Run 1, cells colored by class:
Fill, decap, tap and diode cells in gray.
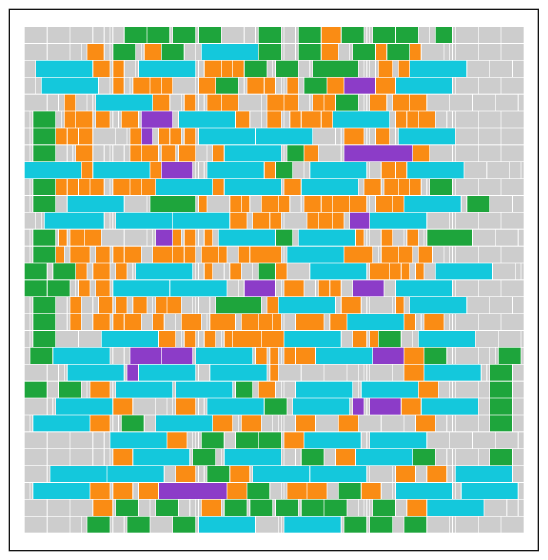
Run 1, clock network drawn from the DEF:
The bar under the picture is 20 um long.
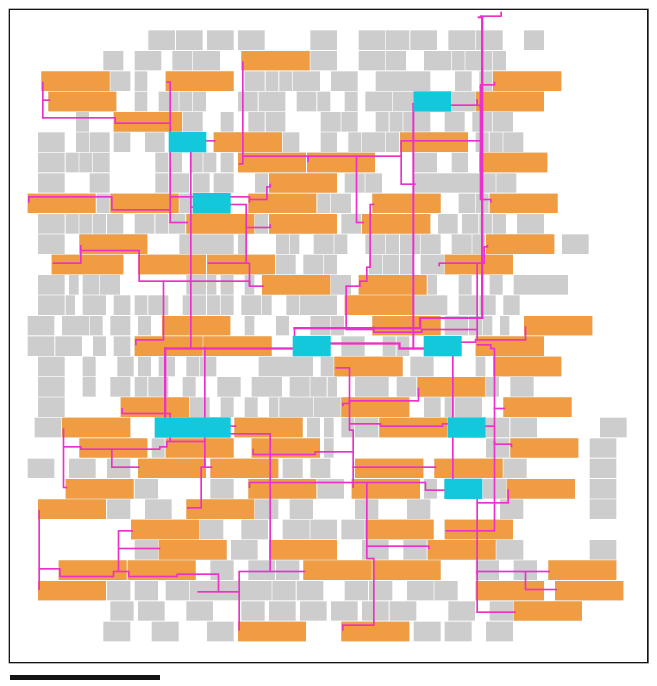
Run 1, ports around the boundary:
Pins as bars across the die edge, other pins in gray.
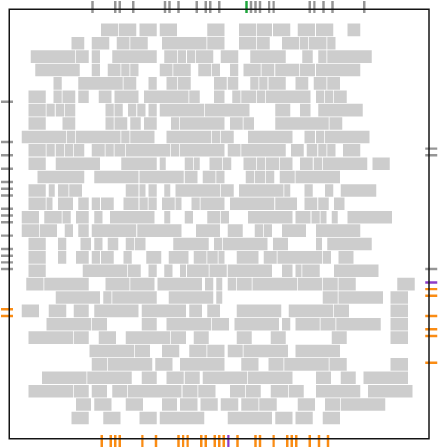
===== src/rtl/div3_serial_decoder.sv =====
// Bit-serial divide-by-3: recovers x from a received 3*x word, MSB first, one bit per clock.
// Also reports the remainder and a divisible flag, with valid/ready handshakes on both sides.
module div3_serial_decoder #(
    parameter int WIDTH = 32
) (
    input  logic             clk,
    input  logic             rst_n,
    input  logic             in_valid,
    output logic             in_ready,
    input  logic [WIDTH-1:0] in_data,
    output logic             out_valid,
    input  logic             out_ready,
    output logic [WIDTH-1:0] quotient,
    output logic [1:0]       remainder,
    output logic             divisible,
    output logic             busy
);

    localparam int CW = $clog2(WIDTH);

    typedef enum logic [1:0] {IDLE, SHIFT, DONE} state_t;

    state_t           r_state;
    logic [WIDTH-1:0] r_sh;
    logic [WIDTH-1:0] r_quot;
    logic [1:0]       r_rem;
    logic [CW-1:0]    r_cnt;
    logic             r_in_ready;
    logic             r_out_valid;
    logic             r_busy;

    logic [2:0] w_t;
    logic       w_qbit;
    logic [1:0] w_rem_next;
    logic       w_last;

    // Long-division step: the partial remainder (0..2) with the next bit appended is 0..5.
    assign w_t        = {r_rem, r_sh[WIDTH-1]};
    assign w_qbit     = (w_t >= 3'd3);
    assign w_rem_next = w_qbit ? 2'(w_t - 3'd3) : w_t[1:0];
    assign w_last     = (r_cnt == CW'(WIDTH - 1));

    always_ff @(posedge clk or negedge rst_n) begin
        if (!rst_n) begin
            r_state     <= IDLE;
            r_sh        <= '0;
            r_quot      <= '0;
            r_rem       <= 2'd0;
            r_cnt       <= '0;
            r_in_ready  <= 1'b1;
            r_out_valid <= 1'b0;
            r_busy      <= 1'b0;
        end else begin
            case (r_state)
                IDLE: begin
                    if (in_valid) begin
                        r_sh       <= in_data;
                        r_quot     <= '0;
                        r_rem      <= 2'd0;
                        r_cnt      <= '0;
                        r_state    <= SHIFT;
                        r_in_ready <= 1'b0;
                        r_busy     <= 1'b1;
                    end
                end
                SHIFT: begin
                    r_sh   <= {r_sh[WIDTH-2:0], 1'b0};
                    r_quot <= {r_quot[WIDTH-2:0], w_qbit};
                    r_rem  <= w_rem_next;
                    r_cnt  <= r_cnt + CW'(1);
                    if (w_last) begin
                        r_state     <= DONE;
                        r_out_valid <= 1'b1;
                    end
                end
                DONE: begin
                    if (out_ready) begin
                        r_state     <= IDLE;
                        r_out_valid <= 1'b0;
                        r_in_ready  <= 1'b1;
                        r_busy      <= 1'b0;
                    end
                end
                default: begin
                    r_state     <= IDLE;
                    r_out_valid <= 1'b0;
                    r_in_ready  <= 1'b1;
                    r_busy      <= 1'b0;
                end
            endcase
        end
    end

    assign in_ready  = r_in_ready;
    assign out_valid = r_out_valid;
    assign busy      = r_busy;
    assign quotient  = r_quot;
    assign remainder = r_rem;
    assign divisible = (r_rem == 2'd0);

endmodule

===== config.mk =====
export PLATFORM = sky130hd
export DESIGN_NAME = div3_serial_decoder
export DESIGN_NICKNAME = d
export VERILOG_FILES = /design/src/rtl/div3_serial_decoder.sv
export SDC_FILE = /design/constraint.sdc
export NUM_CORES = 1
export LEC_CHECK = 0
export CAP_MARGIN = 20
export CORE_AREA = 2 2 83 85
export CTS_CLUSTER_DIAMETER = 30
export DETAILED_ROUTE_END_ITERATION = 16
export DIE_AREA = 0 0 85 87
export MAX_ROUTING_LAYER = met4
export PLACE_DENSITY = 0.83
export SLEW_MARGIN = 10
export SYNTH_ARGS = -nofsm -noshare
export SYNTH_HDL_FRONTEND = slang
export SYNTH_SLANG_ARGS = --single-unit

===== constraint.sdc =====
create_clock -name clk -period 2.35 [get_ports clk]
set_input_delay 0.47 -clock clk [delete_from_list [all_inputs] [get_ports clk]]
set_output_delay 0.47 -clock clk [all_outputs]
set_load 0.005 [all_outputs]

==> flow_summary_export.csv, run 1 <==
group,metric,value,unit
route,wl_met3,224,um
critical_path,path_buffers,1,
pwr,internal-power,3.68,mW
sta,max_slew_margin,0.650,
grt,antenna_found_initial,0,
sta,slew_violations,0,
synthesis,ys_sh_simple,0.0951,
sta,fin_crit,1900,ps
clocking,cts_buffers,9,
sta,finalHoldViolations,0,
run_status,status,"completed",
sta,rsz0062_at_grt,"no",
synthesis,synth_area,3430,um2
route,viasPerCell,5.87,
grt,grt_overflow_total,0,
placement,dp_hpwl,4.83,mm
critical_path,critPathLaunchType,"register",
final_layout,n_all_inverters,3,
synthesis,yosys-top-cells-count,"dfrtp_1 (75), a22o_1 (35), a21oi_1 (34)",
pwr,pg_seq,2.30,mW
synthesis,ys_types,35,
synthesis,yosysWarnings,0,
critical_path,cp.depth,2,
placement,dp.cells,445,
pwr,switching_power,1.86,mW
sta,timing.hold.ws,23.7,ps
grt,use_met3,0.0313,
synthesis,synth_stat.cells,311,
sta,finalSetupViolations,0,
route,routed_wl,7.67,mm
floorplan,fp-row-count,30,
pwr,maxPowerGroup,"registers",
floorplan,core_area,6570,um2
synthesis,ys_area,3430,um2
clocking,clock-root-buffer,"clkbuf_8",
final_layout,fin_nets,415,
synthesis,netlist.area_leader.share,0.546,
route,drtPass1Iterations,5,
run,max-cap-violations,0,
final_layout,flops,76,
synthesis,synth_nets,350,
floorplan,fp_util,0.523,
clocking,cts_setup_buffers,0,
grt,grt_pass1_vias,2530,
final_layout,seqCellArea,1900,um2
synthesis,postSynthSeqShare,0.554,
placement,gp_congestion,0.786,
clocking,ctsResizeCount,0,
route,drt-met1-wl,3.58,mm
final_layout,layout-drive-gt1-share,0.0866,
pwr,sw_frac_of_total,0.336,
route,routed.top_layer,"met4",
grt,grt_use_met1,0.304,
final_layout,largest_cell_class,"flip-flops and latches",
synthesis,syn_avg_cell_area,11.0,um2
critical_path,cp.arrival,1430,ps
final_layout,seq_share,0.430,
synthesis,netlist_logic_family_top,"AND-OR/OR-AND gates",
critical_path,criticalPathCategory,"register to output pin",
synthesis,yosysTopAreaCell,"dfrtp_1",
floorplan,ios,74,
pwr,share_comb_of_total_power,0.387,
synthesis,synth.most_common_cell,"dfrtp_1",
placement,placed_area,4210,um2
final_layout,layout.nonclk_buf_frac,0.191,
final_layout,final-clk-cell-share,0.0487,
synthesis,ys_sh_aoi,0.285,
run,tool_warnings,26,
synthesis,async_flop_share,1.00,
clocking,holdBufCountCts,0,
final_layout,buffers,82,
clocking,clk_pin_slew,80,ps
-- 'cells colored by class' (at the start) --
[orange] all other logic | cells: 207
[cyan] flip-flops | cells: 76
[green] other buffers and delay cells | cells: 82
[purple] clock drivers and dummy loads | cells: 16

-- 'clock network drawn from the DEF' (at the start) --
[magenta] clock wires | length: 933 um
[cyan] cells driving clock nets | count: 9
[orange] flip-flops | count: 76
flops lie: all over the die
routed clock nets: 10
Final Skew: 10.2 ps
Clk. pwr: 1.09 mW
clk_lat worst skew: 340 ps
Clock Power Share: 0.197

-- 'ports around the boundary' (at the start) --
[orange] `quotient` | pins: 32 | direction: output | edge: 24 bottom, 6 right, 2 left
[green] `in_valid` | pins: 1 | direction: input | edge: top
[purple] `remainder` | pins: 2 | direction: output | edge: 1 right, 1 bottom
all pins by edge: 25 bottom, 22 top, 17 left, 10 right
Die W: 85 um
Die H: 87 um
PortBufs: 73

Run 1, routed metal, one color a layer:
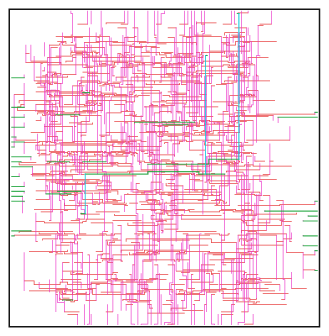

==> run 2: changes to the inputs <==
--- a/config.mk
+++ b/config.mk
@@ -6,12 +6,12 @@
 export NUM_CORES = 1
 export LEC_CHECK = 0
 export CAP_MARGIN = 20
-export CORE_AREA = 2 2 83 85
+export CORE_AREA = 2 2 86 88
 export CTS_CLUSTER_DIAMETER = 30
 export DETAILED_ROUTE_END_ITERATION = 16
-export DIE_AREA = 0 0 85 87
+export DIE_AREA = 0 0 88 90
 export MAX_ROUTING_LAYER = met4
-export PLACE_DENSITY = 0.83
+export PLACE_DENSITY = 0.78
 export SLEW_MARGIN = 10
 export SYNTH_ARGS = -nofsm -noshare
 export SYNTH_HDL_FRONTEND = slang
==> constraint.sdc (replaced) <==
create_clock -name clk -period 1.8 [get_ports clk]
set_input_delay 0.36 -clock clk [delete_from_list [all_inputs] [get_ports clk]]
set_output_delay 0.36 -clock clk [all_outputs]
set_load 0.005 [all_outputs]
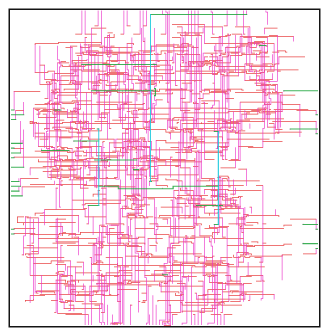
Run 2: routed metal, one color a layer
[green] met3 | wire length: 204 um
[red] met1 | wire length: 3,610 um
[cyan] met4 | wire length: 95.9 um
[magenta] met2 | wire length: 3,960 um

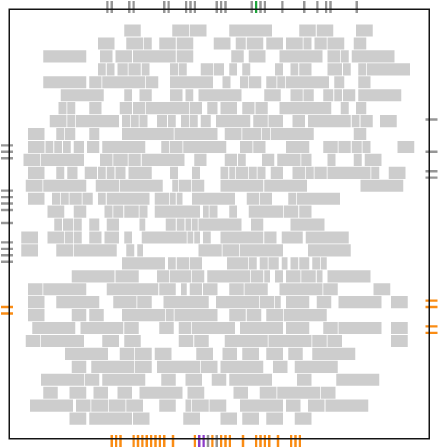
Run 2: ports around the boundary
Pins as bars across the die edge, other pins in gray.
[green] `in_valid` | pins: 1 | direction: input | edge: top
[orange] `quotient` | pins: 32 | direction: output | edge: 26 bottom, 4 right, 2 left
[purple] `remainder` | pins: 2 | direction: output | edge: bottom
Die W: 88 um
Die H: 90 um

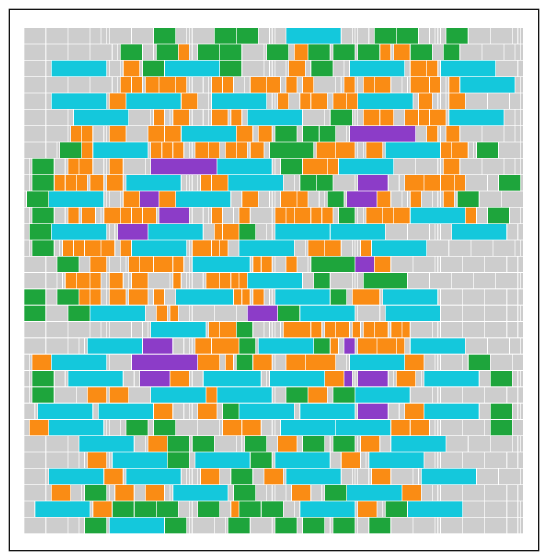
Run 2: cells colored by class
Fill, decap, tap and diode cells in gray.
[green] other buffers and delay cells | cells: 91
[orange] all other logic | cells: 207
[cyan] flip-flops | cells: 76
[purple] clock drivers and dummy loads | cells: 16
Cell Rows: 31
Core Util, Final: 0.645
Seq/total area: 0.421
design area: 4530 um2
area of the core: 7020 um2

==> run 2 against run 1 <==
Effect of this change: first-iteration DRC count fell by 7.1%; sequential power rose by 31%; setup slack got worse by 400 ps; highest routed layer unchanged; total power rose by 34%; core utilization fell by 2.8 points; area after synthesis did not move; non-clock buffer count rose by 9.
==> flow_summary_export.csv, run 2 <==
group,metric,value,unit
synthesis,ys_sh_simple,0.0951,
run_status,status,"completed",
clocking,clk_pin_slew,80,ps
pwr,internal-power,5.00,mW
critical_path,critPathLaunchType,"register",
pwr,share_comb_of_total_power,0.385,
run,tool_warnings,26,
clocking,clock-root-buffer,"clkbuf_8",
pwr,power.density,1640,nW/um2
critical_path,cp_max_fo,3,
synthesis,synth-xor-area-share,0,
critical_path,crit_family,"flip-flops",
critical_path,reg2reg_slack,250,ps
final_layout,fin_nets,424,
floorplan,fp_util,0.489,
critical_path,worstPathCellList,"clkdlybuf4s50_1",
grt,grt.busiest_layer,"met2",
placement,placed_area,4260,um2
synthesis,synth.most_common_cell,"dfrtp_1",
final_layout,fillers,556,
final_layout,buffers,91,
route,viasPerCell,5.56,
sta,finalHoldViolations,0,
placement,io_buffers,73,
sta,finalSetupViolations,0,
synthesis,yosysWarnings,0,
synthesis,async_flop_share,1.00,
clocking,holdBufCountCts,1,
synthesis,netlist_logic_family_top,"AND-OR/OR-AND gates",
clocking,ctsResizeCount,0,
route,wl_met2,3.96,mm
sta,max_slew_margin,0.726,
placement,dp_hpwl,5.11,mm
synthesis,top_cells_by_area,"dfrtp_1 (55%), a22o_1 (8.9%), a22oi_1 (6.6%)",
route,vias,2717,
pwr,comb_power,2.85,mW
pwr,power.total,7.42,mW
pwr,clockPowerShare,0.209,
grt,grtUsageMet2,0.321,
synthesis,syn_avg_cell_area,11.0,um2
grt,antenna_found_initial,0,
clocking,clk-insertion-delay-late,330,ps
pwr,pg_seq,3.01,mW
synthesis,ys_sh_aoi,0.285,
sta,rsz0062_at_grt,"no",
pwr,p_leak,2.00,nW
grt,grt_use_met1,0.296,
critical_path,cp.arrival,1390,ps
critical_path,timing.rr.end,"r_sh[1]",
final_layout,layout.nonclk_buf_frac,0.199,
final_layout,final_cell_count_no_fill,489,
floorplan,nWellTaps,99,
route,drt-met1-wl,3.61,mm
synthesis,yosys-top-cells-count,"dfrtp_1 (75), a22o_1 (35), a21oi_1 (34)",
final_layout,final_cell_mix,"dfrtp_1 (73), clkdlybuf4s50_1 (72), a22o_1 (35), a21oi_1 (34), a22oi_1 (30)",
sta,slew_violations,0,
sta,fmax,571,MHz
final_layout,antennaDiodeCount,0,
grt,grt_overflow_total,0,
synthesis,ys_types,35,
grt,use_met3,0.0275,
sta,fin_crit,1750,ps
pwr,ir_drop,0.000834,V
pwr,pwr-share-seq,0.406,
placement,gp_congestion,0.797,
synthesis,ys_area,3430,um2
synthesis,syn_inst,311,
critical_path,max_stage_delay,560,ps
sta,finClkSkew,8.25,ps
pwr,clockNetworkPower,1.55,mW
synthesis,yosysTopAreaCell,"dfrtp_1",
sta,fin_setup_tns,0,ps
placement,dp_slack,115,ps
final_layout,final-clk-cell-share,0.0530,
clocking,cts_setup_buffers,0,
final_layout,n_all_inverters,3,
grt,grt_pass1_wl,12.9,mm
critical_path,criticalPathCategory,"register to output pin",
route,routed.top_layer,"met4",
critical_path,end_kind,"output pin",
critical_path,crit_slowest_cell,"dfstp_2",
synthesis,postSynthSeqShare,0.554,
final_layout,multiInputGateArea,1350,um2
final_layout,comb_cells,204,
sta,timing.hold.ws,494,ps
route,drtAntennaViolNets,0,
route,drtPass1Iterations,4,
clocking,cts_tree,"done",
route,wl_met3,204,um
run,max-cap-violations,0,
placement,dp.cells,469,
critical_path,cp.depth,1,
clocking,cts_buffers,9,
synthesis,synth_area,3430,um2
route,routed_wl,7.88,mm
critical_path,rr_worst_depth,4,
pwr,switching_power,2.42,mW
synthesis,synth_nets,350,
final_layout,seqCellArea,1910,um2
critical_path,path_buffers,1,
route,drt_iter0_drc,197,
final_layout,clkbuf_count,10,
final_layout,largest_cell_class,"flip-flops and latches",
synthesis,synth_stat.cells,311,
critical_path,critPathRequiredTime,1440,ps
route,wire_per_inst,16.1,um
synthesis,synth-edff-count,0,
synthesis,netlist.area_leader.share,0.546,
synthesis,mux_share,0,
final_layout,layout-drive-gt1-share,0.108,
floorplan,dieArea,7920,um2
critical_path,critPathLaunch,"in_ready",
critical_path,endpoint,"in_ready",
sta,worst_slew_pin_slew,412,ps
synthesis,flop_cell,"dfrtp_1",
pwr,maxPowerGroup,"registers",
critical_path,worstReg2RegStart,"r_state[1]",
synthesis,synthAdderAreaFrac,0.0109,
floorplan,ios,74,
final_layout,flops,76,
grt,grt_pass1_vias,2651,
pwr,sw_frac_of_total,0.326,
Power figures rest on the tool's default switching activity, not on a simulated workload.
